**Signal wires by layer**

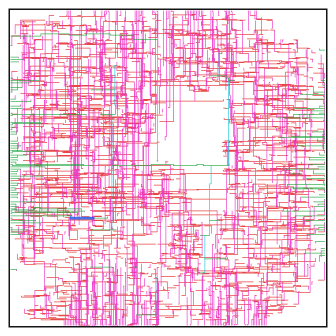
**Routed clock nets over the placement**

The bar under the picture is 50 um long.
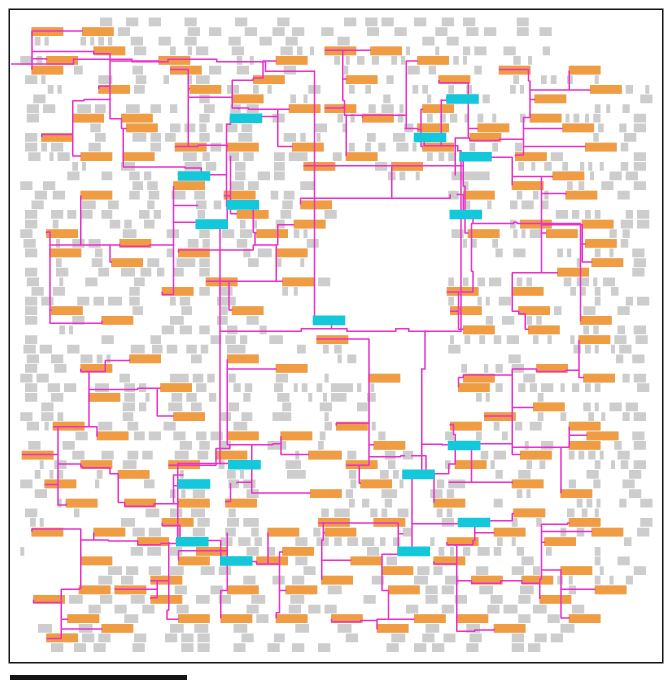
**Pin placement**

Pins as bars across the die edge, other pins in gray.
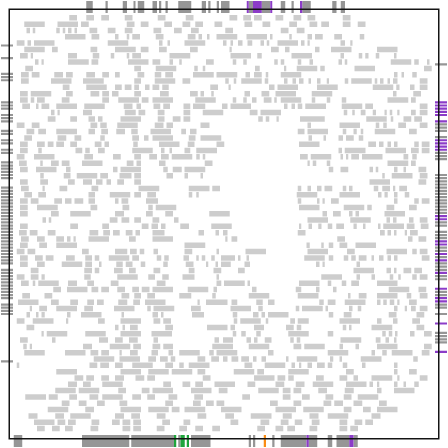
===== src/rtl/rv_types.sv =====
// rv_types: shared state encoding and defaults for the rv32 memory arbiter
package rv_types;
  typedef enum logic [1:0] {LATCH, DACC, IACC, DONE} arb_state_t;
  localparam logic [7:0]  TIMEOUT_DEF = 8'd255;
  localparam logic [31:0] ERRDATA_DEF = 32'h0000_0073;
endpackage


===== src/rtl/rv_fetch_buf.sv =====
// rv_fetch_buf: one-word instruction fetch buffer with tag compare
//   fill, fill_ok, fill_tag, fill_word : load a fetched word; it becomes valid only if fill_ok
//   inval, inval_tag                   : drop the buffered word when a store hits its tag
//   look_tag -> hit, word              : lookup for the current fetch address
module rv_fetch_buf (
  input  logic        clk,
  input  logic        reset,
  input  logic        fill,
  input  logic        fill_ok,
  input  logic [29:0] fill_tag,
  input  logic [31:0] fill_word,
  input  logic        inval,
  input  logic [29:0] inval_tag,
  input  logic [29:0] look_tag,
  output logic        hit,
  output logic [31:0] word
);
  logic        valid;
  logic [29:0] tag;
  always_ff @(posedge clk or posedge reset) begin
    if (reset) begin
      valid <= 1'b0;
      tag   <= '0;
      word  <= '0;
    end else if (fill) begin
      valid <= fill_ok;
      tag   <= fill_tag;
      word  <= fill_word;
    end else if (inval && tag == inval_tag) begin
      valid <= 1'b0;
    end
  end
  assign hit = valid & (tag == look_tag);
endmodule


===== src/rtl/rv_mem_arb.sv =====
// rv_mem_arb: shares one variable-latency memory between the core's fetch and data ports
//   i_adr, i_re -> i_dr, i_rdy                 : fetch port
//   d_adr, d_re, d_we, d_dw -> d_dr, d_rdy      : load/store port (d_rdy mirrors i_rdy)
//   m_adr, m_req, m_we, m_dw <- m_dr, m_ack     : memory port, one access at a time
//   err                                         : sticky flag, set when an access times out
module rv_mem_arb
  import rv_types::*;
#(
  parameter logic [7:0]  TIMEOUT = TIMEOUT_DEF,
  parameter logic [31:0] ERRDATA = ERRDATA_DEF
) (
  input  logic        clk,
  input  logic        reset,
  input  logic [31:0] i_adr,
  input  logic        i_re,
  output logic [31:0] i_dr,
  output logic        i_rdy,
  input  logic [31:0] d_adr,
  input  logic        d_re,
  input  logic [3:0]  d_we,
  input  logic [31:0] d_dw,
  output logic [31:0] d_dr,
  output logic        d_rdy,
  output logic [31:0] m_adr,
  output logic        m_req,
  output logic [3:0]  m_we,
  output logic [31:0] m_dw,
  input  logic [31:0] m_dr,
  input  logic        m_ack,
  output logic        err
);
  arb_state_t  state, nxt;
  logic        need_i, need_d_now, need_i_now, refetch, hit, to_hit, done_acc, m_req_n;
  logic [7:0]  wcnt;
  logic [31:0] d_q, rdata, fb_word, m_adr_n, m_dw_n;
  logic [3:0]  m_we_n;
  logic        unused_ok;
  assign unused_ok = ^{i_adr[1:0], d_adr[1:0]};
  rv_fetch_buf u_fb (
    .clk(clk), .reset(reset),
    .fill(state == IACC && done_acc), .fill_ok(m_ack), .fill_tag(i_adr[31:2]), .fill_word(rdata),
    .inval(state == DACC && done_acc && d_we != 4'b0), .inval_tag(d_adr[31:2]),
    .look_tag(i_adr[31:2]), .hit(hit), .word(fb_word)
  );
  always_ff @(posedge clk or posedge reset) begin
    if (reset) begin
      state  <= LATCH;
      m_req  <= 1'b0;
      m_adr  <= '0;
      m_we   <= '0;
      m_dw   <= '0;
      i_rdy  <= 1'b0;
      err    <= 1'b0;
      need_i <= 1'b0;
      d_q    <= '0;
      wcnt   <= '0;
    end else begin
      state  <= nxt;
      m_req  <= m_req_n;
      m_adr  <= m_adr_n;
      m_we   <= m_we_n;
      m_dw   <= m_dw_n;
      i_rdy  <= nxt == DONE;
      err    <= err | to_hit;
      need_i <= state == LATCH ? need_i_now : need_i;
      d_q    <= state == LATCH ? '0 : (state == DACC && done_acc && d_we == 4'b0) ? rdata : d_q;
      wcnt   <= m_req ? wcnt + 8'd1 : 8'd0;
    end
  end
  // A store to the word being fetched forces a fresh fetch even if it hit at LATCH.
  always_comb begin
    need_d_now = d_re | (d_we != 4'b0);
    need_i_now = i_re & ~hit;
    refetch    = i_re & (d_we != 4'b0) & (d_adr[31:2] == i_adr[31:2]);
    to_hit     = m_req & ~m_ack & (wcnt == TIMEOUT);
    done_acc   = (m_req & m_ack) | to_hit;
    nxt = state == LATCH ? (need_d_now ? DACC : need_i_now ? IACC : DONE) :
          state == DACC  ? (done_acc ? ((need_i | refetch) ? IACC : DONE) : DACC) :
          state == IACC  ? (done_acc ? DONE : IACC) : LATCH;
  end
  // A fetch following a data access waits one idle cycle in IACC so m_req always drops between accesses.
  always_comb begin
    rdata   = m_ack ? m_dr : ERRDATA;
    m_req_n = state == LATCH ? nxt != DONE :
              state == DACC  ? ~done_acc :
              state == IACC  ? (~m_req | ~done_acc) : 1'b0;
    m_adr_n = nxt == IACC ? {i_adr[31:2], 2'b00} : nxt == DACC ? {d_adr[31:2], 2'b00} : m_adr;
    m_we_n  = nxt == DACC ? d_we : 4'b0;
    m_dw_n  = nxt == DACC ? d_dw : m_dw;
  end
  assign d_rdy = i_rdy;
  assign i_dr  = i_rdy ? fb_word : '0;
  assign d_dr  = i_rdy ? d_q : '0;
endmodule


===== config.mk =====
export PLATFORM = sky130hd
export DESIGN_NAME = rv_mem_arb
export DESIGN_NICKNAME = d
export VERILOG_FILES = /design/src/rtl/rv_types.sv /design/src/rtl/rv_fetch_buf.sv /design/src/rtl/rv_mem_arb.sv
export SDC_FILE = /design/constraint.sdc
export NUM_CORES = 1
export LEC_CHECK = 0
export ABC_CLOCK_PERIOD_IN_PS = 6050
export CELL_PAD_IN_SITES_DETAIL_PLACEMENT = 1
export CELL_PAD_IN_SITES_GLOBAL_PLACEMENT = 2
export CORE_MARGIN = 2
export CORE_UTILIZATION = 26
export DETAILED_ROUTE_END_ITERATION = 16
export HOLD_SLACK_MARGIN = 0.02
export PLACE_DENSITY_LB_ADDON = 0.12
export SYNTH_ARGS = -nofsm -noshare
export SYNTH_HDL_FRONTEND = slang
export SYNTH_SLANG_ARGS = --single-unit

===== constraint.sdc =====
create_clock -name clk -period 6.05 [get_ports clk]
set_input_delay 1.21 -clock clk [delete_from_list [all_inputs] [get_ports clk]]
set_output_delay 1.21 -clock clk [all_outputs]
set_load 0.03 [all_outputs]

==> run notes <==
impl run done, here's what came out: H-tree lvl count=4, Switch Pwr=about 2300 uW, Top Layer Used=met5, number of global-route vias before repair=slightly below 7000, GR peak layer=met2, Synth top area share=51.8%, Post-CTS Setup Inserts=0, met3 WL=around 1400 um, M1 WL=between 10000 and 15000 um, Clock Skew=roughly 0.015 ns, mapped cell area=around 8400 um^2, slew margin rel.=a little under a third, adder share=0.711%, largest class=registers, min Tclk post-route=4.14 ns, Cell Type Count=between 40 and 50, VDD IR max=roughly 0.00029 V, CP max FO=60, Max-Cap Viols=0, clk pwr=1110 uW, Non-Clock Inverter Count=4, FF+latch area=about 4400 um^2, Critical Path End=m_adr[18], predominant post-synthesis flop cell=dfrtp_1, area delta synth->final=43.4%, Yosys warning count=0, worst-path cell chain=clkdlybuf4s50_1 > xnor2_1 > nand4_1 > nor4_1 > nand4_1 > a22o_2 > ha_2 > o21ai_0, Final Core Density=between 30% and 40%, fill cell count=between 3000 and 4000, Clock Buffer Count=21, remaining antenna violation count after routing=0, routed len/inst=18.1 um, Worst path depth=8, n_taps=~440, CP max stage delay=roughly 0.99 ns, Seq cells post-synth=~180, clock sink total=around 180, main area contributors after synthesis=dfrtp_1, mux2_2, o21ai_0, and2_1, xor2_1, Logic pwr share=between 40% and 50%, Seq group=a little under 2000 uW, most frequent cell after synthesis=dfrtp_1, yosys simple share=15.7%, WL final=about 27000 um, worst-skew pair later-pin latency=approximately 0.44 ns, unrepaired setup endpoints after global routing=no, Post-route DRC=0, status=completed, met2 Track Usage GR=a little over a quarter, Critical Path Start=i_adr[7], Logic Gate Count=approximately 560, Worst R2R Setup Slack=about 2.9 ns, syn_area_per_cell=approximately 11 um^2, biggest regs=d_q x32, m_dw x32, u_fb.word x32, reg2reg path depth=7, clk slew on worst S/H paths=approximately 0.06 ns, CTS buffer count=17, sequential fraction of design power=approximately a third, WP data arrival=4.41 ns, Final WS setup=around 1.9 ns, Peak Freq=242 MHz, global-route wire length before repair=around 42000 um, Comb area share=31.8%, Final clock-cell share=under 10%, Logic area=3860 um^2, AO/OA Area Share=between 7 and 8%, non-clock buffer share of cell area=between 20% and 30%, final hold vios=0, clk root buf=clkbuf_16, I/O Pins=~270, pwr/cell area=about 480 nW/um^2, Seq share, synth=around half, layout cell share with drive strength beyond 1=approximately 11%, I/O Buffers=266, seq_cells=roughly 180, Global Route Usage Sum=between 10% and 20%, CP Class=input port to flop, M1 GR Usage=21.1%, Reg-to-Reg End=m_dw[19], most used logic cell in the final layout=clkdlybuf4s50_1, Tot Pwr=between 5000 and 6000 uW, Hold Path Depth=1, floorplan core density=a little over a quarter, grt met3 use=between 4 and 5%, via/cell ratio=4.36, Worst path most repeated cell=nand4_1, cell accounting for the most synthesized area=dfrtp_1, design area=approximately 12000 um^2, CTS tree=built, routed wl met2=about 13000 um, Total Nets Final=between 1000 and 1500, Post-synth top cells=dfrtp_1, nand2_1, o21ai_0, core area=between 30000 and 40000 um^2, yosys cell count=a little under 800, count of hold-fix buffers inserted at cts=0, critical path's slowest cell=ha_2, worst hold endpoint=wcnt[0], Final Wtd Congestion=~0.74, die footprint=around 34000 um^2, Sw Share=between 40% and 50%, critical hold path startpoint=wcnt[0], Buf+Inv Stages, Crit Path=1, synthesized instance count=~790, reg2reg start=u_fb.tag[11], min-delay worst type=flop to flop, Max Slew Vio Count=0, clk buf depth=2, flop share of the area=36.2%, most frequent logic cells in the routed design=clkdlybuf4s50_1, dfrtp_1, nand2_1, CP Capture Type=flop, final setup vio count=0, Final TNS setup=0 ns, Final HPWL DP=~19000 um, startpoint class of the critical path=input port, # diodes=0, initial antenna violation count=1, Place WS=1.32 ns, worst slew pin tran=about 1.0 ns, clock share of power=19.2%, Placement Cell Area=11500 um^2, Pint=3420 uW, largest net degree at the start of global routing=~110, post_cts resized=0, Leak=0.00495 uW, Worst path top cell family by delay=adder cells, Signal buffers=between 200 and 300, Chip Height=between 150 and 200 um, async set-reset flop share out of synthesis=100%, Cell Count, Final, Fillers Out=1487, number of placed cells counting well taps=about 1500, num rows=between 60 and 70, Initial DRT Pass Iterations=4, top power group=combinational cells, Yosys chip area=between 8000 and 9000 um^2, Post-Synth XOR/XNOR Area=under 10%, worst-case hold slack=roughly 0.46 ns, Die Wd=184 um, Iter 0 DRT Violations=~260, flip-flops with a built-in enable=0, GR Overflow Total=0, tool warnings=34
Notes on 'signal wires by layer' above:
legend:
  met4:
    color: cyan
    wire_length: 332 um
  met2:
    color: magenta
    wire_length: 13000 um
  met5:
    color: blue
    wire_length: 12.9 um
  met1:
    color: red
    wire_length: 12100 um
  met3:
    color: green
    wire_length: 1430 um

Notes on 'routed clock nets over the placement' above:
legend:
  clock wires:
    color: magenta
    length: 2940 um
  cells driving clock nets:
    color: cyan
    count: 17
  flip-flops:
    color: orange
    count: 175
flops lie: all over the die

Notes on 'pin placement' above:
legend:
  m_we:
    color: green
    pins: 4
    direction: output
    edge: bottom
  d_rdy:
    color: orange
    pins: 1
    direction: output
    edge: bottom
  i_dr:
    color: purple
    pins: 32
    direction: output
    edge: 22 right, 7 top, 3 bottom

Power figures rest on the tool's default switching activity, not on a simulated workload.
